File: src/rtl/pipeline_ctrl.sv
// Hazard and stall controller for a 5-stage pipeline with a multi-cycle divider.
// Resolves load-use hazards, divider stalls and flushes; outputs are decoded combinationally from state.
module pipeline_ctrl #(
    parameter int DIV_CYCLES = 32
) (
    input  logic       clk,
    input  logic       rst,
    input  logic [4:0] id_rs_addr,
    input  logic [4:0] id_rt_addr,
    input  logic       id_rs_read,
    input  logic       id_rt_read,
    input  logic       ex_mem_read,
    input  logic [4:0] ex_write_reg_addr,
    input  logic       ex_is_div,
    input  logic       flush_i,
    output logic [5:0] stall_o,
    output logic       idex_bubble_o,
    output logic       exmem_bubble_o,
    output logic       flush_o,
    output logic       div_start_o,
    output logic       div_abort_o,
    output logic       div_busy_o
);

    localparam logic [1:0] IDLE     = 2'd0;
    localparam logic [1:0] DIV_BUSY = 2'd1;
    localparam logic [1:0] DIV_DONE = 2'd2;

    localparam logic [5:0] STALL_NONE = 6'b000000;
    localparam logic [5:0] STALL_LU   = 6'b000011;
    localparam logic [5:0] STALL_DIV  = 6'b001111;
    localparam logic [5:0] CNT_LOAD   = 6'(DIV_CYCLES - 1);

    logic [1:0] state_r;
    logic [1:0] state_nxt_s;
    logic [5:0] cnt_r;
    logic [5:0] cnt_nxt_s;
    logic       load_use_s;

    // A source operand collides with a pending load destination; r0 never does.
    function automatic logic src_hazard(
        input logic       rd,
        input logic [4:0] src,
        input logic [4:0] dst
    );
        return rd && (src == dst) && (dst != 5'd0);
    endfunction

    // Load-use hazard detection for the instruction in ID.
    always_comb begin
        load_use_s = ex_mem_read &&
                     (src_hazard(id_rs_read, id_rs_addr, ex_write_reg_addr) ||
                      src_hazard(id_rt_read, id_rt_addr, ex_write_reg_addr));
    end

    // Next-state and down-counter logic; flush wins over every state.
    always_comb begin
        state_nxt_s = state_r;
        cnt_nxt_s   = cnt_r;
        if (flush_i) begin
            state_nxt_s = IDLE;
            cnt_nxt_s   = 6'd0;
        end else begin
            case (state_r)
                IDLE: begin
                    if (ex_is_div) begin
                        state_nxt_s = DIV_BUSY;
                        cnt_nxt_s   = CNT_LOAD;
                    end else begin
                        state_nxt_s = IDLE;
                        cnt_nxt_s   = 6'd0;
                    end
                end
                DIV_BUSY: begin
                    // cnt==0 cannot occur in normal operation; treat it as terminal.
                    if (cnt_r <= 6'd1) begin
                        state_nxt_s = DIV_DONE;
                        cnt_nxt_s   = 6'd0;
                    end else begin
                        state_nxt_s = DIV_BUSY;
                        cnt_nxt_s   = cnt_r - 6'd1;
                    end
                end
                DIV_DONE: begin
                    state_nxt_s = IDLE;
                    cnt_nxt_s   = 6'd0;
                end
                default: begin
                    state_nxt_s = IDLE;
                    cnt_nxt_s   = 6'd0;
                end
            endcase
        end
    end

    // State and counter registers with synchronous reset.
    always_ff @(posedge clk) begin
        if (rst) begin
            state_r <= IDLE;
            cnt_r   <= 6'd0;
        end else begin
            state_r <= state_nxt_s;
            cnt_r   <= cnt_nxt_s;
        end
    end

    // Output decode: reset silences everything, then flush, then divider, then load-use.
    always_comb begin
        stall_o        = STALL_NONE;
        idex_bubble_o  = 1'b0;
        exmem_bubble_o = 1'b0;
        flush_o        = 1'b0;
        div_start_o    = 1'b0;
        div_abort_o    = 1'b0;
        div_busy_o     = 1'b0;
        if (rst) begin
            stall_o = STALL_NONE;
        end else if (flush_i) begin
            flush_o     = 1'b1;
            div_abort_o = (state_r == DIV_BUSY);
            div_busy_o  = (state_r == DIV_BUSY);
        end else begin
            case (state_r)
                IDLE: begin
                    if (ex_is_div) begin
                        stall_o        = STALL_DIV;
                        exmem_bubble_o = 1'b1;
                        div_start_o    = 1'b1;
                    end else if (load_use_s) begin
                        stall_o       = STALL_LU;
                        idex_bubble_o = 1'b1;
                    end else begin
                        stall_o = STALL_NONE;
                    end
                end
                DIV_BUSY: begin
                    stall_o        = STALL_DIV;
                    exmem_bubble_o = 1'b1;
                    div_busy_o     = 1'b1;
                end
                DIV_DONE: begin
                    // The DIV is still in EX here, so ex_is_div must not restart it.
                    if (load_use_s) begin
                        stall_o       = STALL_LU;
                        idex_bubble_o = 1'b1;
                    end else begin
                        stall_o = STALL_NONE;
                    end
                end
                default: begin
                    stall_o = STALL_NONE;
                end
            endcase
        end
    end

endmodule

File: config.mk
export PLATFORM = sky130hd
export DESIGN_NAME = pipeline_ctrl
export DESIGN_NICKNAME = d
export VERILOG_FILES = /design/src/rtl/pipeline_ctrl.sv
export SDC_FILE = /design/constraint.sdc
export NUM_CORES = 1
export LEC_CHECK = 0
export CAP_MARGIN = 0
export CORE_ASPECT_RATIO = 0.9
export CORE_MARGIN = 5
export CORE_UTILIZATION = 40
export CTS_CLUSTER_SIZE = 28
export DETAILED_ROUTE_END_ITERATION = 8
export PLACE_DENSITY = 0.83
export SYNTH_ARGS = -nofsm -noshare
export SYNTH_HDL_FRONTEND = slang
export SYNTH_SLANG_ARGS = --single-unit
File: constraint.sdc
create_clock -name clk -period 3.6 [get_ports clk]
set_clock_uncertainty 0.15 [all_clocks]
set_input_delay 0.54 -clock clk [delete_from_list [all_inputs] [get_ports clk]]
set_output_delay 0.54 -clock clk [all_outputs]
set_load 0.02 [all_outputs]
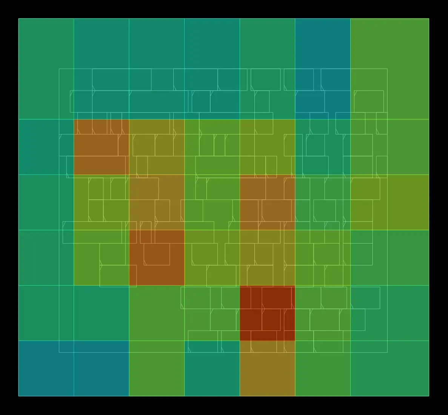
(images/final_congestion.png)
met2 GRT Util: 25.4%
post-route core utilization: 64.1%
most utilized layer in the global route result: met2
gr usage total: 13.5%
GRT met3 Usage: 3.81%

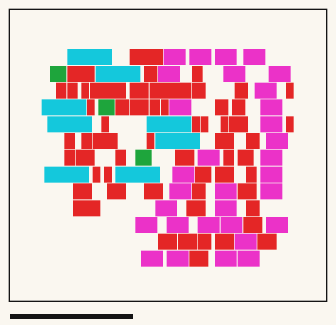
(images/cell_classes.png)
Bar = 20 µm.
Cyan marks flip-flops, cells 8. Green marks cells driving clock nets, cells 3. Red marks all other logic, cells 58. Magenta marks other buffers and delay cells, cells 31.
design area: 928 µm²
core area: 1450 µm²

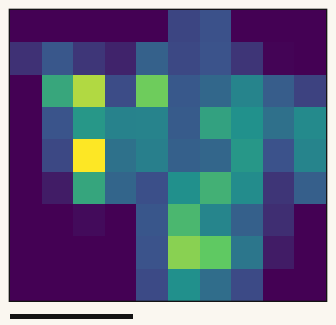
(images/wire_density.png)
Bar = 20 µm. The die is cut into 10 by 9 equal tiles; dark purple is low, yellow is high, scaled to the fullest tile. Values are wire area over tile area, all layers added.
The fullest tile reaches 0.36. 14% of the tiles are over half the peak. The emptiest ninth of the die: south-west. 32% of the tiles are nearly empty. The mean over all tiles is 0.091.
via count: 554
drt total wl: 1410 µm
routed len/inst: 12.3 µm

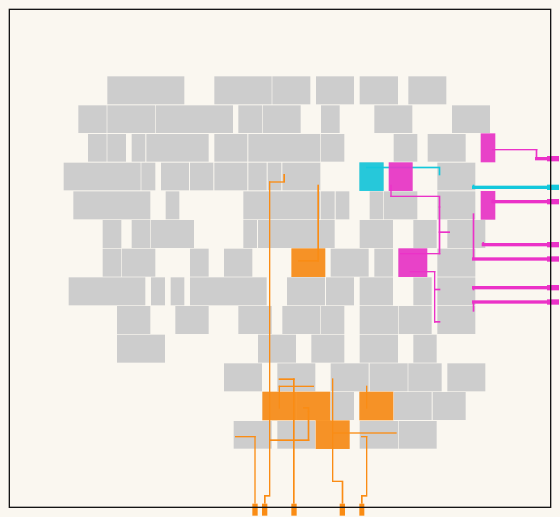
(images/port_nets.png)
Orange marks id_rt_addr, bits 5, direction input, edge south, end cells 5, buffers 5, wire 104 µm. Magenta marks stall_o, bits 6, direction output, edge east, end cells 4, buffers 4, wire 66.6 µm. Cyan marks exmem_bubble_o, bits 1, direction output, edge east, end cells 1, buffers 1, wire 14.6 µm.
Top-Level Pins: 34
# port buffers: 31

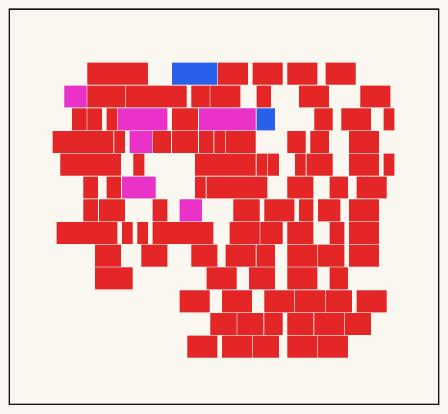
(images/drive_strength.png)
Red marks drive 1 or less, cells 92. Blue marks drive 2, cells 2. Magenta marks drive 3 to 4, cells 6.
Area growth syn-to-layout: 52.0%
non-clock buffer count: 31
Setup WS post-layout: 439 ps

==> impl_metrics.py <==
# Metrics from the implementation run
metrics = {
    "outcome": {
        "outcome": "completed",
    },
    "worst_setup_path": {
        "cp.arrival_ps": 2470,
        "path_cells": "clkdlybuf4s50_1, xor2_1, nor4_1, a32oi_1, o21bai_1, clkdlybuf4s50_1",
        "critPathTopFamily": "buffers and inverters",
        "timing.rr.start": "cnt_r[3]$_SDFF_PP0_",
        "startpoint_type": "input pin",
        "r2r-end": "cnt_r[0]$_SDFF_PP0_",
        "slowest_stage": "clkdlybuf4s50_1",
    },
    "power": {
        "internal_power_mw": 0.182,
        "swShare_pct": 28.0,
        "p_total_mw": 0.253,
    },
    "placement": {
        "dp.cells": 112,
    },
    "logic_synthesis": {
        "ys_sh_aoi_pct": 12.1,
        "yosysCellCount": 71,
        "syn_inst": 71,
        "async_reset_ff_share_pct": 0,
        "ys_types": 29,
    },
    "layout": {
        "area_share_clock_buf_inv_pct": 2.43,
        "mi_logic_area_um2": 402,
        "final_common_cell": "clkdlybuf4s50_1",
        "top_regs": "cnt_r (6), state_r (2)",
        "largest_reg_flops": 6,
    },
    "clock_network": {
        "cts_root_buffer": "clkbuf_4",
        "post_cts_resized": 0,
    },
    "routing": {
        "vias_per_cell": 4.82,
    },
    "floorplanning": {
        "fp_util_pct": 42.2,
    },
}
Power and IR drop assume default switching activity.
